**src/rtl/kb_event_fifo.sv**
```systemverilog
`default_nettype none
// ============================================================================
// Module      : kb_event_fifo
// Description : Keyboard event queue behind the ZX-Uno scancode and status
//               registers. The CPU reads and flushes it through those ports.
// Revision    : 1.0 - initial release
// ============================================================================
module kb_event_fifo #(
    parameter int         DEPTH         = 8,
    parameter logic [7:0] SCANCODE_ADDR = 8'h04,
    parameter logic [7:0] KBSTATUS_ADDR = 8'h05
) (
    input  logic                     clk,
    input  logic                     rst,
    input  logic                     scan_received,
    input  logic [7:0]               scancode,
    input  logic                     extended,
    input  logic                     released,
    input  logic [7:0]               zxuno_addr,
    input  logic                     zxuno_regrd,
    input  logic                     zxuno_regwr,
    input  logic [7:0]               din,
    output logic [7:0]               scancode_dout,
    output logic                     oe_scancode,
    output logic [7:0]               kbstatus_dout,
    output logic                     oe_kbstatus,
    output logic [$clog2(DEPTH):0]   fifo_level
);

    localparam int c_AW = $clog2(DEPTH);
    localparam int c_LW = c_AW + 1;
    localparam logic [c_LW-1:0] c_FULL = c_LW'(DEPTH);

    logic [9:0]      r_mem [DEPTH];
    logic [c_AW-1:0] r_wptr;
    logic [c_AW-1:0] r_rptr;
    logic [c_LW-1:0] r_level;
    logic            r_ovf;
    logic            r_oe_sc_d;
    logic            r_oe_ks_d;
    logic            r_regwr_d;

    logic            w_empty;
    logic            w_full;
    logic            w_flush;
    logic            w_pop;
    logic            w_push;
    logic            w_overflow;
    logic            w_ks_fall;
    logic [9:0]      w_head;
    logic            w_unused_din;

    assign oe_scancode  = (zxuno_addr == SCANCODE_ADDR) && zxuno_regrd;
    assign oe_kbstatus  = (zxuno_addr == KBSTATUS_ADDR) && zxuno_regrd;

    assign w_empty      = (r_level == '0);
    assign w_full       = (r_level == c_FULL);
    assign w_flush      = zxuno_regwr && !r_regwr_d &&
                          (zxuno_addr == KBSTATUS_ADDR) && din[0];
    // Pop fires once, on the falling edge of the scancode read strobe.
    assign w_pop        = r_oe_sc_d && !oe_scancode && !w_empty && !w_flush;
    assign w_push       = scan_received && (!w_full || w_pop) && !w_flush;
    assign w_overflow   = scan_received && w_full && !w_pop && !w_flush;
    assign w_ks_fall    = r_oe_ks_d && !oe_kbstatus;
    assign w_unused_din = ^din[7:1];

    assign w_head        = r_mem[r_rptr];
    assign scancode_dout = w_empty ? 8'h00 : w_head[7:0];
    assign kbstatus_dout = {1'b0, 3'b000, r_ovf,
                            w_head[9] & !w_empty,
                            w_head[8] & !w_empty,
                            !w_empty};
    assign fifo_level    = r_level;

    always_ff @(posedge clk) begin
        if (w_push) begin
            r_mem[r_wptr] <= {released, extended, scancode};
        end
    end

    always_ff @(posedge clk) begin
        if (rst) begin
            r_wptr    <= '0;
            r_rptr    <= '0;
            r_level   <= '0;
            r_ovf     <= 1'b0;
            r_oe_sc_d <= 1'b0;
            r_oe_ks_d <= 1'b0;
            r_regwr_d <= 1'b0;
        end else begin
            r_oe_sc_d <= oe_scancode;
            r_oe_ks_d <= oe_kbstatus;
            r_regwr_d <= zxuno_regwr;
            if (w_flush) begin
                r_wptr  <= '0;
                r_rptr  <= '0;
                r_level <= '0;
                r_ovf   <= 1'b0;
            end else begin
                if (w_push) begin
                    r_wptr <= r_wptr + 1'b1;
                end
                if (w_pop) begin
                    r_rptr <= r_rptr + 1'b1;
                end
                if (w_push && !w_pop) begin
                    r_level <= r_level + 1'b1;
                end else if (w_pop && !w_push) begin
                    r_level <= r_level - 1'b1;
                end
                // A fresh overflow wins over the status-read clear.
                if (w_overflow) begin
                    r_ovf <= 1'b1;
                end else if (w_ks_fall) begin
                    r_ovf <= 1'b0;
                end
            end
        end
    end

endmodule
`default_nettype wire

```
**config.mk**
```make
export PLATFORM = sky130hd
export DESIGN_NAME = kb_event_fifo
export DESIGN_NICKNAME = d
export VERILOG_FILES = /design/src/rtl/kb_event_fifo.sv
export SDC_FILE = /design/constraint.sdc
export NUM_CORES = 1
export LEC_CHECK = 0
export ABC_AREA = 0
export CAP_MARGIN = 10
export CORE_ASPECT_RATIO = 1.1
export CORE_MARGIN = 2
export CORE_UTILIZATION = 40
export CTS_BUF_LIST = sky130_fd_sc_hd__clkbuf_2
export CTS_CLUSTER_DIAMETER = 200
export CTS_CLUSTER_SIZE = 28
export DETAILED_ROUTE_END_ITERATION = 16
export PLACE_DENSITY_LB_ADDON = 0.25
export SYNTH_ARGS = -nofsm -noshare
export SYNTH_HDL_FRONTEND = slang
export SYNTH_SLANG_ARGS = --single-unit
```
**constraint.sdc**
```tcl
create_clock -name clk -period 5.9 [get_ports clk]
set_input_delay 0.59 -clock clk [delete_from_list [all_inputs] [get_ports clk]]
set_output_delay 0.59 -clock clk [all_outputs]
set_load 0.05 [all_outputs]
```
Run 1, close-up of the layout:
Region (0, 57) to (50, 107) um. Cells in gray, sequential cells in the stronger gray; small squares are vias.
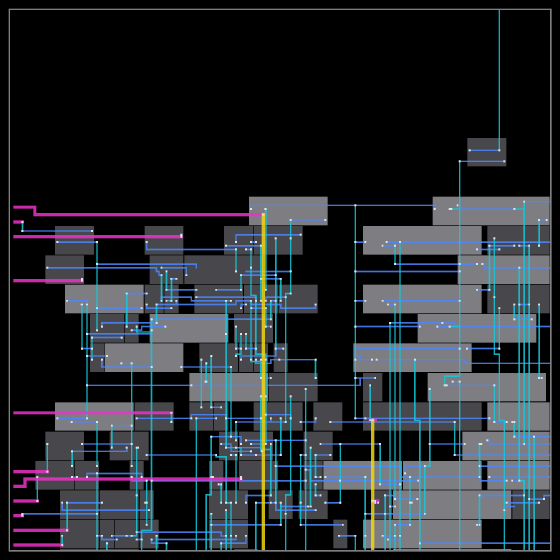
Yellow marks M4. Magenta marks M3. Blue marks M1. Cyan marks M2.
Sequential cells in the window: 20. 76 logic cells have their middle in the window. Most frequent: edfxtp_1 (12), clkdlybuf4s50_1 (11), dfxtp_1 (8). Netlist names of flops here include r_mem (12), fifo_level (4).

Run 1, supply network:
Pins as bars on the die edge.
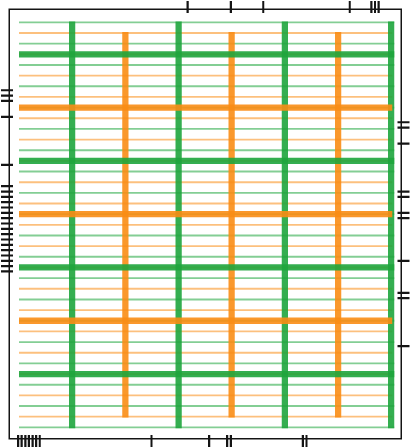
Green marks VSS. Orange marks VDD.
The core has 38 rows. 53 signal pins sit on the boundary.

==> results.ini, run 1 <==
[outcome]
run_status = finished, final reports clean

[pwr]
top_power_group = sequential cells
finalPower_mw = 1.52
max-vdd-ir-drop_uv = 206
power.net_switching_uw = 502
powerSeq_uw = 805
power_leakage_nw = 1.53
power_density_nw_per_um2 = 327
cell_internal_pwr_mw = 1.02
power_frac_clock_pct = 21.0
sw_frac_of_total_pct = 32.9
clock_power_uw = 320
power_frac_comb_pct = 26.2

[synthesis]
fa_ha_area_share_pct = 2.05
synthTopCellsByArea = sky130_fd_sc_hd__edfxtp_1 60%, sky130_fd_sc_hd__mux4_2 11%, sky130_fd_sc_hd__dfxtp_1 8.5%
yosysTopAreaCellShare_pct = 59.7
asyncSetResetFlopFracSynth_pct = 0
enable_flop_cells = 80
post_synth_inst_count = 234
synth_sequential_area_ratio_pct = 68.1
yosys_most_used_dff = sky130_fd_sc_hd__edfxtp_1
synth.logic.top_family = multiplexers
synthTopCellsByCount = 80 x sky130_fd_sc_hd__edfxtp_1, 20 x sky130_fd_sc_hd__mux4_2, 20 x sky130_fd_sc_hd__nor2_1
post_synth.cell_area_avg_um2 = 17.2
yosysUniqueCellTypes = 48
synth.largest_area_cell = sky130_fd_sc_hd__edfxtp_1
synth.cellmix.compoundShare_pct = 3.54
yosys_warnings = 0

[clock_tree]
post_cts_hold_buffer_count = 0
cts_tree = yes
post_cts_resized = 0
clk_pin_slew_ns = 0.22
cts_buffer_depth = 2
clock_insertion_delay_worst_skew_ns = 0.56
cts-htree-levels = 3

[final_layout]
final_nets = 315
layout_top_cell_excl_fill_tap = sky130_fd_sc_hd__edfxtp_1
seq_cell_area_um2 = 2740
n_fill_cell = 856
layout-area-overhead-vs-synth_pct = 15.8
footprint_of_the_multi_input_gates_um2 = 1190
layout-drive-gt1-share_pct = 17.7
antenna_cells_inserted = 0
max_ffs_per_register = 80
most-common-layout-cells = 80 x sky130_fd_sc_hd__edfxtp_1, 41 x sky130_fd_sc_hd__clkdlybuf4s50_1, 20 x sky130_fd_sc_hd__mux4_2, 20 x sky130_fd_sc_hd__nor2_1, 17 x sky130_fd_sc_hd__dfxtp_1

[critical_path]
worstReg2RegEnd = fifo_level[3]
criticalPathCategory = flop to output pin
endpoint_kind = output pin
reg2reg_depth = 10
critPathLaunchType = flop
regToRegStartpoint = r_regwr_d
worst_path_max_delay_cell = sky130_fd_sc_hd__dfxtp_1
timing.reg2reg.setup_slack_ns = 3.09
cell_family_with_the_largest_share_of_critical_path_delay = flip-flops
worst-endpoint-required_ns = 5.31
timing.critical_path.cells = mux4_2 -> mux2i_1 -> nor2_1 -> clkdlybuf4s50_1

[global_route]
grt_util_all_layers_pct = 14.2
first_global_vias = 2133
globalRoute.totalOverflow = 0
global_route_wire_length_before_repair_mm = 11.2
grt_antenna_before_repair = 0

[final_timing]
final-setup-viol-count = 0
final-hold-violation-count = 0
rsz0062_at_grt = no
fin_crit_sh_pct = 61.2
final_critical_path_setup_slack_ns = 2.29
drv_slew = 0
tightest_slew_ns = 1.05

[placed_design]
dp_worst_setup_slack_ns = 2.32
place_hpwl_mm = 4.32
gp_routability_congestion = 0.689

[run]
log.warning_count = 33
maxCapViolCount = 0

[die]
die_w_um = 99.7
row_count = 38
fp_util_pct = 40.9
core_um2 = 9840

[min_path]
timing.hold.worst_path_depth = 2
worstHoldPathType = flop to flop

[drt]
drt-total-wl_mm = 7.02
num_vias = 2106
detail_route.wl_per_cell_um = 17.4
route.antenna.remaining_nets = 0

Run 1, sequential cells grouped by signal name:
Other sequential cells in the stronger gray, the rest of the logic in the fainter gray.
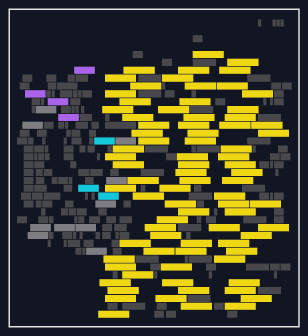
Yellow marks r_mem, flops 80. Cyan marks r_rptr, flops 3. Purple marks fifo_level, flops 4, where top left.

-- run 1: per-stage QoR --
stage	instances	utilization, %	area, um^2
after global placement	387	46.1	4540
after floorplan	237	-	4040
after global routing	403	47.4	4660
after detailed placement	387	46.1	4540
final	403	47.4	4660
after CTS	403	47.4	4660
-- run 1: worst max-delay path by stage --
stage / slack, ns / endpoint / start / cells past startpoint
3_5_place_dp: 2.32 / fifo_level[3] / zxuno_addr[0] / 11
6_report: 2.29 / scancode_dout[0] / flop / 4
3_3_place_gp: 2.35 / fifo_level[3] / zxuno_addr[0] / 11
5_1_grt: 2.13 / kbstatus_dout[1] / flop / 4
2_1_floorplan: 3.02 / oe_kbstatus / zxuno_addr[5] / 2
4_1_cts: 2.25 / scancode_dout[0] / flop / 4
-- run 1: kinds of logic after synthesis --
| family | after synthesis |
|---|---|
| flops | 97 |
| simple gates | 52 |
| mux | 36 |
| buf+inv | 21 |
| compound gates | 18 |
| fa+ha+maj | 6 |
| xor+xnor | 3 |
| other cells | 1 |
-- run 1: area by class of cell --
| cell class | instances | share of cell area (%) |
|---|---|---|
| Tap cell | 120 | 3.22 |
| Clock inverter | 7 | 1.61 |
| Timing Repair Buffer | 43 | 9.13 |
| Sequential cell | 97 | 58.8 |
| Multi-Input combinational cell | 119 | 25.6 |
| Inverter | 8 | 0.644 |
| Clock buffer | 9 | 0.966 |
-- run 1: per-layer routing --
layer | GRT usage (%) | routed length, um | part of all wire, % | vias to the layer above
li1 | - | - | - | 1009
met1 | 17.6 | 3080 | 44 | 1034
met2 | 23.8 | 3470 | 49 | 53
met3 | 3.27 | 336 | 4.8 | 10
met4 | 6.16 | 139 | 2.0 | 0
met5 | 0 | 0 | 0 | -
==> run 2: changes to the inputs <==
==> constraint.sdc (replaced) <==
create_clock -name clk -period 3 [get_ports clk]
set_input_delay 0.3 -clock clk [delete_from_list [all_inputs] [get_ports clk]]
set_output_delay 0.3 -clock clk [all_outputs]
set_load 0.05 [all_outputs]
Run 2, supply network:
Pins as bars on the die edge.
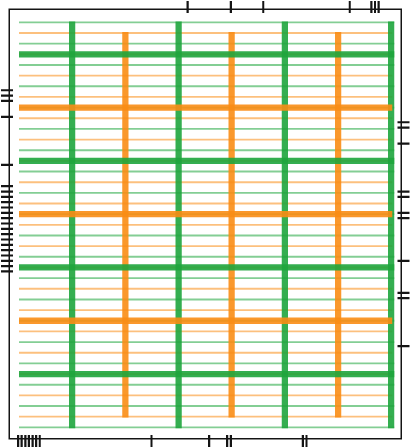
Green marks VSS. Orange marks VDD.
7 straps on met5. The core has 38 rows. 7 straps on met4. 53 signal pins sit on the boundary. 39 met1 rails follow the rows.
Chip Width: 99.7 um
floorplan die height: 109 um
peak supply drop: 277 uV

==> run 2 against run 1 <==
  * Clock skew grew 0.0031 ns
  * Non-clock buffer count grew 13
  * Largest power group unchanged
  * Sequential share of layout area shrank 0.75 points
  * Highest routed layer unchanged
  * Largest cell class unchanged
==> results.ini, run 2 <==
[final_timing]
fin_crit_sh_pct = 85.6
tightest_slew_ns = 0.772
final-hold-violation-count = 0
rsz0062_at_grt = no
final_critical_path_setup_slack_ns = 0.432
drv_slew = 0
final-setup-viol-count = 0

[clock_tree]
cts_buffer_depth = 2
clock_insertion_delay_worst_skew_ns = 0.54
clk_pin_slew_ns = 0.22
post_cts_resized = 0
post_cts_hold_buffer_count = 0

[final_layout]
most-common-layout-cells = 80 x sky130_fd_sc_hd__edfxtp_1, 30 x sky130_fd_sc_hd__clkdlybuf4s50_1, 26 x sky130_fd_sc_hd__buf_4
antenna_cells_inserted = 0
layout_top_cell_excl_fill_tap = sky130_fd_sc_hd__edfxtp_1
layout-area-overhead-vs-synth_pct = 17.3
final_util_pct = 48.0
area_of_all_placed_cells_without_fillers_um2 = 4720
final_nets = 328
max_ffs_per_register = 80
finalNonFillerCells = 416
layout-drive-gt1-share_pct = 25.0

[critical_path]
worstReg2RegEnd = fifo_level[3]
critPathLaunchType = input port
timing.critical_path.cells = clkdlybuf4s50_1 -> nor4_2 -> buf_4 -> nand3_1 -> inv_1 -> clkdlybuf4s50_1
cp-startpoint = zxuno_addr[5]
worst-endpoint-required_ns = 2.70
criticalPathCategory = input port to output pin
worst_path_max_delay_cell = sky130_fd_sc_hd__clkdlybuf4s50_1
endpoint_kind = output pin
timing.reg2reg.setup_slack_ns = 0.56
regToRegStartpoint = r_regwr_d
cp_capture_point = oe_scancode

[synthesis]
yosys_warnings = 0
post_synth_inst_count = 234
synthTopCellsByCount = 80 x sky130_fd_sc_hd__edfxtp_1, 20 x sky130_fd_sc_hd__mux4_2, 20 x sky130_fd_sc_hd__nor2_1
enable_flop_cells = 80
asyncSetResetFlopFracSynth_pct = 0
synth.largest_area_cell = sky130_fd_sc_hd__edfxtp_1
post_synth.cell_area_avg_um2 = 17.2
synthTopCellsByArea = sky130_fd_sc_hd__edfxtp_1 60%, sky130_fd_sc_hd__mux4_2 11%, sky130_fd_sc_hd__dfxtp_1 8.5%

[die]
core_um2 = 9840
fp_util_pct = 40.9

[global_route]
met3_usage_pct = 3.14
grtUsageMet2_pct = 24.5
global_route_wire_length_before_repair_mm = 11.6
grt_antenna_before_repair = 0
met1_usage_pct = 18.3
first_global_vias = 2259
grt_most_used_layer = met2

[min_path]
timing.hold.worst_path_depth = 2
worstHoldPathType = input port to flop

[outcome]
run_status = finished, final reports clean

[drt]
detail_route.wl_per_cell_um = 17.2
route.layer.met1.wl_mm = 3.17
maxUsedRoutingLayer = met4
num_vias = 2188
route.antenna.remaining_nets = 0
routed-wl-met2_mm = 3.58

[placed_design]
gp_routability_congestion = 0.717
place_hpwl_mm = 4.61
dp_worst_setup_slack_ns = 0.0429
dp.cells = 400

[pwr]
finalPower_mw = 2.97
power_density_nw_per_um2 = 629

[run]
maxCapViolCount = 0

Run 2, sequential cells grouped by signal name:
Other sequential cells in the stronger gray, the rest of the logic in the fainter gray.
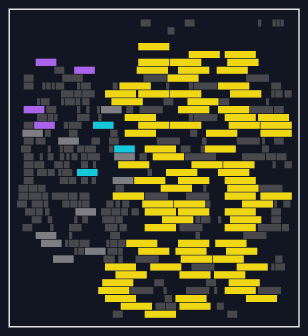
Purple marks fifo_level, flops 4, where top left. Cyan marks r_rptr, flops 3. Yellow marks r_mem, flops 80.
Another 10 sequential cells are not colored.

[run 2: cell types whose count changed in the layout (fill, tap and decap cells not counted), sizes merged]
cell / delta
clkinvlp: -1
inv: -2
clkbuf: +2
buf: +24
clkdlybuf4s50: -11
clkinv: +1
[run 2: final cells by class]
type | instances | area, um^2
clock buffer | 11 | 55.1
tap | 120 | 150
timing repair buffer | 56 | 495
inverter | 8 | 30.0
multi-input combinational | 119 | 1190
sequential | 97 | 2740
fill | 868 | 5120
clock inverter | 5 | 55.1
[run 2: power breakdown]
group / switching [mW] / internal [mW] / total (mW)
sequential: 0.0517 / 1.53 / 1.58
combinational: 0.511 / 0.271 / 0.782
clock: 0.404 / 0.198 / 0.602
[run 2: worst min-delay path by stage]
| stage | endpoint | slack [ns] |
|---|---|---|
| 2_1_floorplan | r_regwr_d | 0.37 |
| 3_3_place_gp | r_rptr[2] | 0.47 |
| 3_5_place_dp | r_rptr[2] | 0.49 |
| 4_1_cts | r_regwr_d | 0.29 |
| 5_1_grt | r_regwr_d | 0.29 |
| 6_report | r_regwr_d | 0.33 |
[run 2: cell families (layout without fill, tap and decap cells)]
group / Yosys count / in the layout / synth area share, %
and+or+nand+nor: 52 / 52 / 7.71
AOI/OAI and AO/OA: 18 / 18 / 3.54
DFF: 97 / 97 / 68.1
other: 1 / 4 / 0.0931
muxes: 36 / 36 / 15.2
xor gates and xnor gates: 3 / 3 / 0.653
buffers and inverters: 21 / 80 / 2.67
adders and majority gates: 6 / 6 / 2.05
[run 2: worst max-delay path, delay by kind of cell]
kind	cells	cell delay (ns)
AND/OR/NAND/NOR	2	0.47
buffers and inverters	4	1.49
==> run 3: changes to the inputs <==
--- a/config.mk
+++ b/config.mk
@@ -8,11 +8,10 @@
 export ABC_AREA = 0
 export CAP_MARGIN = 10
 export CORE_ASPECT_RATIO = 1.1
-export CORE_MARGIN = 2
+export CORE_MARGIN = 3
 export CORE_UTILIZATION = 40
 export CTS_BUF_LIST = sky130_fd_sc_hd__clkbuf_2
 export CTS_CLUSTER_DIAMETER = 200
-export CTS_CLUSTER_SIZE = 28
 export DETAILED_ROUTE_END_ITERATION = 16
 export PLACE_DENSITY_LB_ADDON = 0.25
 export SYNTH_ARGS = -nofsm -noshare
==> constraint.sdc (replaced) <==
create_clock -name clk -period 2.9 [get_ports clk]
set_input_delay 0.29 -clock clk [delete_from_list [all_inputs] [get_ports clk]]
set_output_delay 0.29 -clock clk [all_outputs]
set_load 0.05 [all_outputs]
Run 3, supply network:
Pins as bars on the die edge.
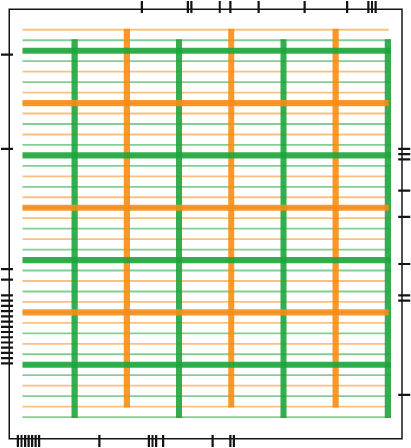
Orange marks VDD. Green marks VSS.
The core has 37 rows. 7 straps on met4. 38 met1 rails follow the rows. 7 straps on met5.
Chip Width: 102 um
core box area: 9580 um^2
peak supply drop: 237 uV
floorplan die height: 111 um

==> run 3 against run 2 <==
  * Global-route usage decreased by 0.84 points
  * Final cell count up 0.48%
  * Die area increased by 3.9%
  * Synthesized cell count stayed put
  * Clock skew down 0.011 ns
  * Non-clock buffer count is 5 higher
  * Critical path depth is 1 lower
==> results.ini, run 3 <==
[clock_tree]
cts-htree-levels = 3
post_cts_hold_buffer_count = 0
cts_tree = yes
clk_pin_slew_ns = 0.26
clock_insertion_delay_worst_skew_ns = 0.53

[global_route]
met1_usage_pct = 17.6
globalRoute.totalOverflow = 0
grt_antenna_before_repair = 0
grt_util_all_layers_pct = 13.6
first_global_vias = 2196
global_route_wire_length_before_repair_mm = 11.5

[drt]
route.layer.met1.wl_mm = 3.11
num_vias = 2186
maxUsedRoutingLayer = met4
route.antenna.remaining_nets = 0
detail_route.wl_per_cell_um = 17.3

[synthesis]
synthTopCellsByArea = sky130_fd_sc_hd__edfxtp_1 60%, sky130_fd_sc_hd__mux4_2 11%, sky130_fd_sc_hd__dfxtp_1 8.5%
yosysUniqueCellTypes = 48
synth_sequential_area_ratio_pct = 68.1
enable_flop_cells = 80
yosysTopAreaCellShare_pct = 59.7
synthTopCellsByCount = 80 x sky130_fd_sc_hd__edfxtp_1, 20 x sky130_fd_sc_hd__mux4_2, 20 x sky130_fd_sc_hd__nor2_1
synthXorXnorAreaFrac_pct = 0.653
asyncSetResetFlopFracSynth_pct = 0
synth.logic.top_family = multiplexers
post_synth_inst_count = 234

[pwr]
seq_power_share_pct = 51.6
power_frac_clock_pct = 23.0
sw_frac_of_total_pct = 31.9
power.net_switching_mw = 1.01
clock_power_uw = 731

[final_timing]
drv_slew = 0
final-setup-viol-count = 0
final-hold-violation-count = 0
rsz0062_at_grt = no

[die]
row_count = 37
fp_util_pct = 42.0

[placed_design]
dp.cells = 402
placed_area_um2 = 4660
gp_routability_congestion = 0.758
dp_worst_setup_slack_ns = -0.0640

[run]
maxCapViolCount = 0

[critical_path]
critPathLaunchType = flop
cell_family_with_the_largest_share_of_critical_path_delay = multiplexers

[final_layout]
max_ffs_per_register = 80
final_nets = 333

[outcome]
run_status = finished, final reports clean

Run 3, close-up of the layout:
Region (0, 58) to (50, 108) um. Cells in gray, sequential cells in the stronger gray; small squares are vias.
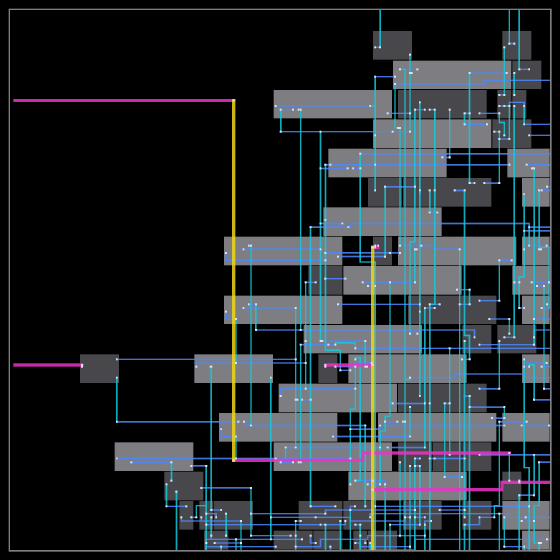
Blue marks M1. Yellow marks M4. Magenta marks M3. Cyan marks M2.
Sequential cells in the window: 18. Netlist names of flops here include r_mem (16), r_wptr (2). Most frequent: edfxtp_1 (16), buf_4 (7). 52 logic cells have their middle in the window.

-- run 3: cell count changes in the layout (fill, tap and decap cells not counted) --
| cell | change |
|---|---|
| sky130_fd_sc_hd__buf_4 | +5 |
| sky130_fd_sc_hd__clkinv_4 | +2 |
| sky130_fd_sc_hd__buf_12 | +1 |
| sky130_fd_sc_hd__bufinv_16 | +1 |
| sky130_fd_sc_hd__clkbuf_2 | -1 |
| sky130_fd_sc_hd__clkdlybuf4s50_1 | -1 |
| sky130_fd_sc_hd__clkinv_1 | -1 |
| sky130_fd_sc_hd__clkinv_2 | -1 |
| sky130_fd_sc_hd__clkinvlp_4 | +1 |
| sky130_fd_sc_hd__inv_6 | -1 |
-- run 3: worst paths after layout --
kind / from / end / slack [ns] / cells past startpoint
worst min register to register: r_ovf / r_ovf / 0.50 / 2
worst min-delay path: zxuno_regwr / r_regwr_d / 0.30 / 2
worst max-delay path: flop / scancode_dout[3] / 0.27 / 5
worst max register to register: r_regwr_d / fifo_level[3] / 0.42 / 10
-- run 3: cell families (layout without fill, tap and decap cells) --
kind of cell / Yosys count / after routing
adder cells (fa/ha/maj): 6 / 6
flip-flops: 97 / 97
AND-OR/OR-AND: 18 / 18
XOR/XNOR: 3 / 3
AND/OR/NAND/NOR: 52 / 52
other: 1 / 4
buffers and inverters: 21 / 85
multiplexers: 36 / 36
-- run 3: layout make-up --
type / instances / area [um^2] / share of cell area [%]
Sequential cell: 97 / 2740 / 57.2
Timing Repair Buffer: 61 / 543 / 11.3
Tap cell: 117 / 146 / 3.05
Clock buffer: 10 / 50.0 / 1.04
Clock inverter: 6 / 92.6 / 1.93
Inverter: 8 / 30.0 / 0.626
Multi-Input combinational cell: 119 / 1190 / 24.9
No activity file was given, so power comes from the tool's default toggle rates.
